[config.mk]
export PLATFORM = sky130hd
export DESIGN_NAME = gpio_peripherals
export DESIGN_NICKNAME = d
export VERILOG_FILES = /design/src/rtl/gpio_peripherals.sv
export SDC_FILE = /design/constraint.sdc
export NUM_CORES = 1
export LEC_CHECK = 0
export ABC_CLOCK_PERIOD_IN_PS = 1300
export CAP_MARGIN = 20
export CORE_MARGIN = 3
export CORE_UTILIZATION = 38
export CTS_CLUSTER_DIAMETER = 40
export CTS_CLUSTER_SIZE = 12
export DETAILED_ROUTE_END_ITERATION = 10
export PLACE_DENSITY_LB_ADDON = 0.15
export SLEW_MARGIN = 20
export SYNTH_ARGS = -nofsm -noshare
export SYNTH_HDL_FRONTEND = slang
export SYNTH_SLANG_ARGS = --single-unit
[constraint.sdc]
create_clock -name clock -period 1.3 [get_ports clock]
set_clock_uncertainty 0.2 [all_clocks]
set_input_delay 0.195 -clock clock [delete_from_list [all_inputs] [get_ports clock]]
set_output_delay 0.195 -clock clock [all_outputs]
set_load 0.05 [all_outputs]
[src/rtl/gpio_peripherals.sv]
// Memory-mapped GPIO: synchronised, debounced inputs with sticky edge flags and
// a level interrupt; outputs with atomic set/clear and per-bit pin polarity.
module gpio_peripherals #(
  parameter int                N_IN            = 4,
  parameter int                N_OUT           = 4,
  parameter int                DEBOUNCE_CYCLES = 4,
  parameter logic [N_OUT-1:0]  OUT_RESET       = '0,
  parameter logic [N_OUT-1:0]  OUT_INVERT      = N_OUT'('hC)
) (
  input  logic              clock,
  input  logic              reset_n,
  input  logic [31:0]       address,
  input  logic [31:0]       input_data,
  input  logic              should_write,
  output logic [31:0]       output_data,
  input  logic [N_IN-1:0]   input_peripherals,
  output logic [N_OUT-1:0]  output_peripherals,
  output logic              irq
);

  localparam int             CW       = $clog2(DEBOUNCE_CYCLES + 1);
  localparam logic [CW-1:0]  CNT_LAST = CW'(DEBOUNCE_CYCLES - 1);

  logic [N_IN-1:0]  sync1, sync2, stable, stable_nx;
  logic [N_IN-1:0]  edge_r, edge_nx, edge_clr;
  logic [N_IN-1:0]  irq_en, rise_en, fall_en;
  logic [N_OUT-1:0] out_r;
  logic [CW-1:0]    cnt [N_IN];
  logic [2:0]       idx;
  logic             unused_bits;

  assign idx         = address[4:2];
  assign unused_bits = ^{address[31:5], address[1:0], input_data};

  // Acceptance of a debounced level and the resulting edge flag update
  always_comb begin
    stable_nx = stable;
    for (int i = 0; i < N_IN; i++) begin
      if (sync2[i] != stable[i] && cnt[i] == CNT_LAST)
        stable_nx[i] = sync2[i];
    end
    edge_clr = (should_write && idx == 3'd4) ? input_data[N_IN-1:0] : '0;
    edge_nx  = (edge_r & ~edge_clr)
             | (stable_nx & ~stable & rise_en)
             | (~stable_nx & stable & fall_en);
  end

  always_ff @(posedge clock) begin
    if (!reset_n) begin
      sync1   <= '0;
      sync2   <= '0;
      stable  <= '0;
      edge_r  <= '0;
      irq_en  <= '0;
      rise_en <= '0;
      fall_en <= '0;
      out_r   <= OUT_RESET;
      for (int i = 0; i < N_IN; i++) cnt[i] <= '0;
    end else begin
      sync1  <= input_peripherals;
      sync2  <= sync1;
      stable <= stable_nx;
      edge_r <= edge_nx;
      for (int i = 0; i < N_IN; i++) begin
        if (sync2[i] == stable[i] || cnt[i] == CNT_LAST)
          cnt[i] <= '0;
        else
          cnt[i] <= cnt[i] + CW'(1);
      end
      if (should_write) begin
        case (idx)
          3'd0: out_r   <= input_data[N_OUT-1:0];
          3'd1: out_r   <= out_r | input_data[N_OUT-1:0];
          3'd2: out_r   <= out_r & ~input_data[N_OUT-1:0];
          3'd5: irq_en  <= input_data[N_IN-1:0];
          3'd6: rise_en <= input_data[N_IN-1:0];
          3'd7: fall_en <= input_data[N_IN-1:0];
          default: ;
        endcase
      end
    end
  end

  always_comb begin
    output_data = '0;
    case (idx)
      3'd0: output_data = 32'(out_r);
      3'd3: output_data = 32'(stable);
      3'd4: output_data = 32'(edge_r);
      3'd5: output_data = 32'(irq_en);
      3'd6: output_data = 32'(rise_en);
      3'd7: output_data = 32'(fall_en);
      default: output_data = '0;
    endcase
  end

  assign output_peripherals = out_r ^ OUT_INVERT;
  assign irq                = |(edge_r & irq_en);

endmodule

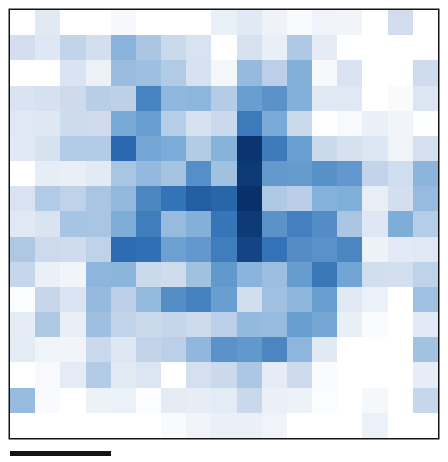
Fig. 1. Signal metal coverage by tile (run 1).
Bar = 20 µm. 17 x 17 tiles, from white (low) to dark blue (high), scaled to the fullest tile. Values are wire area over tile area, all layers added.
densest ninth of the die	middle
tiles over half the peak	17%
fullest tile	0.40
mean over tiles	0.11
nearly empty tiles	16%
via count: 1,881
final wirelength: 4990 µm
Tot GR Track Use: 0.147
routed len/inst: 12.1 µm

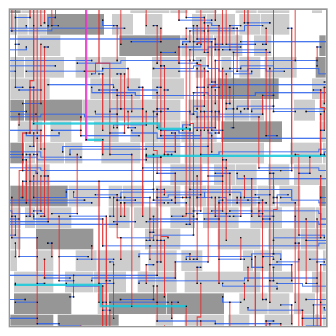
Fig. 2. A small window of the routed layout (run 1).
Region (23, 23) to (63, 63) µm. Cells in gray, sequential cells in the stronger gray; small squares are vias.
color	layer
magenta	met4
red	met2
blue	met1
cyan	met3
netlist names of flops here include	edge_r (4), irq_en (3), stable (3)
cells with their middle in the window	115
most frequent	buf_4 (26), mux2i_1 (10), buf_6 (8)
sequential cells in the window	12

==> CHANGELOG.md, run 1 <==
### Changed

- Status: complete, but fails checks
- Failing checks: negative setup slack
- Setup crit start: out_r[2]$_SDFFE_PN0P_
- Power Total: 2.98 mW
- Clock group: 900 µW
- M2 GR Usage: 0.217
- Endpoints failing hold: 0
- CP Capture Type: primary output
- Sequential Power Share: 0.494
- Number of flip-flops in the largest register: 12
- Post-CTS Setup Repair Bufs: 9
- Top Layout Cells: 47 x buf_4, 40 x conb_1, 22 x dfxtp_1
- Basic Gates by Area: 0.208
- Cycle use final: 1.45
- R2R cell count: 5
- CP max stage cell: dfxtp_2
- Cell Rows: 28
- Syn Area/Cell: 9.80 µm²
- Signal inverters: 10
- Tool warnings: 86
- Hold Buf Count CTS: 0
- Crit path launch type: register
- Setup TNS: -4400 ps
- Yosys xor share: 0.0147
- RSZ-0062 raised after global routing: true
- Clock Path Buffers: 2
- Pre-antenna DRT Iters: 4
- Reg-to-reg endpoint: stable[3]$_SDFF_PN0_
- Post-route cell area: 3530 µm²
- Yosys reg bits: 44
- Distinct cells, synth: 38
- Achievable clock frequency: 532 MHz
- Worst Path Buf+Inv: 2
- Power Density: 844 nW/µm²
- Global placer's final weighted congestion: 0.782
- P_int: 2.12 mW
- Layout cell share with drive strength beyond 1: 0.385
- Setup Viol. Count Final: 27
- Max Slew Vio Count: 0
- Hold Path Depth: 1
- Top power group: sequential cells
- WP data required: 900 ps
- Dominant register cell: dfxtp_1
- Clock power share: 0.302
- HP Class: reg -> reg
- Syn Inst Count: 243
- Buffering overhead: 0.264
- Clk slew on worst S/H paths: 80 ps
- M3 GR Usage: 0.0359
- Via density: 4.55
- Met2 wire length: 2170 µm
- Sequential cell area: 1010 µm²
- Max rail drop VDD: 0.545 mV
- End point of the worst hold path: sync2[2]$_SDFF_PN0_
- First-pass GRT wire length: 8270 µm
- Critical setup path kind: reg -> out
- GRT overflow: 0
- CP delay by family, top: AND-OR/OR-AND gates
- Die ar.: 7250 µm²
- ClkCell Share: 0.0266
- CP cell instances: inv_2 > o31a_1 > o211ai_1 > clkbuf_16
- Clock root buffer: clkbuf_8
- Synth warnings: 0
- Top cell area share: 0.269
- Comb/total area: 0.384
- Worst slack, placed: -768 ps
- Biggest register: cnt
- ANT nets after route: 0
- Combinational share of power: 0.204
- Num ports: 108
- Fin crit period: 1880 ps
- Reg2Reg Setup Slack: -120 ps
- DP Wirelength: 3650 µm
- Core ar.: 5990 µm²
- Post-synth mux share: 0.0956
- Non-clock buffer count: 90
- Adder Area Share: 0.0420
- Most used logic cell in the final layout: buf_4
- Registers: 44
- Fin worst setup slack: -579 ps
- Met3 WL: 272 µm
- CTS tree: yes
- Gr busiest metal: met2
- Placed cell count: 394
- CTS Buf Count: 5
- Non-filler instance count after layout: 413
- Worst r2r src: cnt[3][0]$_SDFFCE_PN0P_
- Comb power: 608 µW
- Tap Cells: 75
- Fraction of standard cell area that is sequential: 0.287
- Cell Area, Synth: 2380 µm²
- Hold Path Origin: sync1[2]$_SDFF_PN0_
- Die Wd: 85.2 µm
- Post-CTS Resized: 53
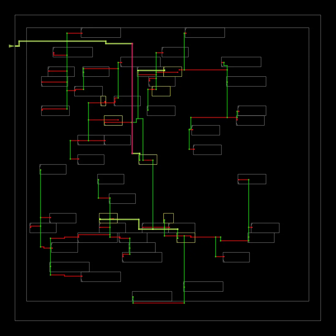
Fig. 3. Clock wiring as the flow saved it (run 1).
# clk buffers: 7
Clock Latency Late Sink: 290 ps

==> run 2, diff against run 1 <==
--- a/config.mk
+++ b/config.mk
@@ -6,14 +6,12 @@
 export NUM_CORES = 1
 export LEC_CHECK = 0
 export ABC_CLOCK_PERIOD_IN_PS = 1300
-export CAP_MARGIN = 20
 export CORE_MARGIN = 3
 export CORE_UTILIZATION = 38
 export CTS_CLUSTER_DIAMETER = 40
 export CTS_CLUSTER_SIZE = 12
 export DETAILED_ROUTE_END_ITERATION = 10
 export PLACE_DENSITY_LB_ADDON = 0.15
-export SLEW_MARGIN = 20
 export SYNTH_ARGS = -nofsm -noshare
 export SYNTH_HDL_FRONTEND = slang
 export SYNTH_SLANG_ARGS = --single-unit
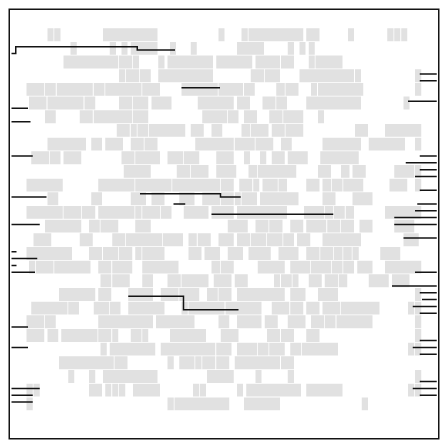
Fig. 4. Signal wires on met3 (run 2).
main direction	horizontal
nets with wire on the layer	43
wire length on this layer	273 µm
M3 GR Usage: 0.0359

==> CHANGELOG.md, run 2 <==
### Changed

- Yosys reg bits: 44 (unchanged)
- Combinational share of power: 0.204 (about the same)
- ANT nets after route: 0 (unchanged)
- Synth warnings: 0 (unchanged)
- Tap Cells: 75 (unchanged)
- GRT overflow: 0 (unchanged)
- Top Layout Cells: 47 x buf_4, 40 x conb_1, 22 x dfxtp_1 (unchanged)
- Critical setup path kind: reg -> out (unchanged)
- Syn Inst Count: 243 (unchanged)
- Comb/total area: 0.384 (unchanged)
- Post-CTS Setup Repair Bufs: 9 (unchanged)
- Cell Area, Synth: 2380 µm² (unchanged)
- DP Wirelength: 3650 µm (unchanged)
- Fin crit period: 1880 ps (unchanged)
- Max layer used: met4 (unchanged)
- LEAKAGE: 1.57 nW (unchanged)
- Fraction of standard cell area that is sequential: 0.287 (unchanged)
- # clk buffers: 7 (unchanged)
- Top power group: sequential cells (unchanged)
- Met2 wire length: 2170 µm (unchanged)
- Registers: 44 (unchanged)
- Num ports: 108 (unchanged)
- Gate Area: 1350 µm² (unchanged)
- Buffering overhead: 0.264 (unchanged)
- P_int: 2.12 mW (unchanged)
- Post-route cell area: 3530 µm² (unchanged)
- Cycle use final: 1.45 (unchanged)
- Die Wd: 85.2 µm (unchanged)
- Top class by area: logic gates (unchanged)
- Initial antenna violation count: 0 (unchanged)
- Non-filler instance count after layout: 413 (unchanged)
- Achievable clock frequency: 532 MHz (unchanged)
- Die ar.: 7250 µm² (unchanged)
- Worst r2r src: cnt[3][0]$_SDFFCE_PN0P_ (unchanged)
- RSZ-0062 raised after global routing: true (unchanged)
- Top cells by area: dfxtp_1 27%, edfxtp_1 15%, buf_4 10%, mux2i_1 8.0%, nor2b_1 5.3% (unchanged)
- ClkCell Share: 0.0266 (unchanged)
- End point of the worst hold path: sync2[2]$_SDFF_PN0_ (unchanged)
- Power Density: 844 nW/µm² (unchanged)
- H-tree depth: 2 (unchanged)
- Sequential Power Share: 0.494 (about the same)
- Hold Path Depth: 1 (unchanged)
- Non-clock buffer count: 90 (unchanged)
- Max rail drop VDD: 0.545 mV (unchanged)
- Met1 Usage GRT: 0.208 (unchanged)
- Basic Gates by Area: 0.208 (unchanged)
- Placed cell count: 394 (unchanged)
- Setup crit start: out_r[2]$_SDFFE_PN0P_ (unchanged)
- Comb power: 608 µW (about the same)
- Endpoints failing hold: 0 (unchanged)
- Dominant register cell: dfxtp_1 (unchanged)
- Clock power share: 0.302 (about the same)
- Failing checks: negative setup slack (unchanged)
- R2R cell count: 5 (unchanged)
- WP data required: 900 ps (about the same)
- Adder Area Share: 0.0420 (unchanged)
- Mi-comb count: 186 (unchanged)
- Post-CTS Resized: 53 (unchanged)
- Biggest register: cnt (unchanged)
- CP delay by family, top: AND-OR/OR-AND gates (unchanged)
- Final wirelength: 4990 µm (unchanged)
- Tot GR Track Use: 0.147 (unchanged)
- Status: complete, but fails checks (unchanged)
- Yosys xor share: 0.0147 (unchanged)
- Max Slew Vio Count: 0 (unchanged)
- Gr busiest metal: met2 (unchanged)
- Syn Area/Cell: 9.80 µm² (unchanged)
- Tool warnings: 86 (unchanged)
- Met3 WL: 272 µm (unchanged)
- Routed len/inst: 12.1 µm (unchanged)
- Clock Path Buffers: 2 (unchanged)
- Most used logic cell in the final layout: buf_4 (unchanged)
- Post-synth mux share: 0.0956 (unchanged)
- Worst Path Buf+Inv: 2 (unchanged)
- M2 GR Usage: 0.217 (unchanged)
- Clock group: 900 µW (about the same)
- Crit path launch type: register (unchanged)
- Async SR Flop Fraction: 0 (unchanged)
- Fin worst setup slack: -579 ps (unchanged)
- CP Capture Type: primary output (unchanged)
- Via density: 4.55 (unchanged)
- Clk slew on worst S/H paths: 80 ps (about the same)
- Yosys synthesis chip area: 2380 µm² (unchanged)
- Sw frac: 0.287 (unchanged)
- Core ar.: 5990 µm² (unchanged)
- Sequential cell area: 1010 µm² (unchanged)
- Power Total: 2.98 mW (unchanged)
- CP max stage cell: dfxtp_2 (unchanged)
- Signal inverters: 10 (unchanged)
- Clk sink count: 44 (unchanged)
- Clock root buffer: clkbuf_8 (unchanged)
- Hold Buf Count CTS: 0 (unchanged)
- CP cell instances: inv_2 > o31a_1 > o211ai_1 > clkbuf_16 (unchanged)
- Setup TNS: -4400 ps (unchanged)
- Reg-to-reg endpoint: stable[3]$_SDFF_PN0_ (unchanged)
- Clock Latency Late Sink: 290 ps (about the same)
- Reg2Reg Setup Slack: -120 ps (about the same)
- Layout cell share with drive strength beyond 1: 0.385 (unchanged)
- CTS tree: yes (unchanged)
- Distinct cells, synth: 38 (unchanged)
- Number of flip-flops in the largest register: 12 (unchanged)
- Setup Viol. Count Final: 27 (unchanged)
- Via count: 1,881 (unchanged)
- Hold Path Origin: sync1[2]$_SDFF_PN0_ (unchanged)
- Global placer's final weighted congestion: 0.782 (unchanged)
- First-pass GRT wire length: 8270 µm (unchanged)
- CTS Buf Count: 5 (unchanged)
- Top cell area share: 0.269 (unchanged)
- Pre-antenna DRT Iters: 4 (unchanged)
- Yosys top cell by area: dfxtp_1 (unchanged)
- Flip-flops with a built-in enable: 12 (unchanged)
- Cell Rows: 28 (unchanged)
- Worst slack, placed: -768 ps (unchanged)
- DR iter-0 viols: 55 (unchanged)
- HP Class: reg -> reg (unchanged)
Power and IR drop assume default switching activity.
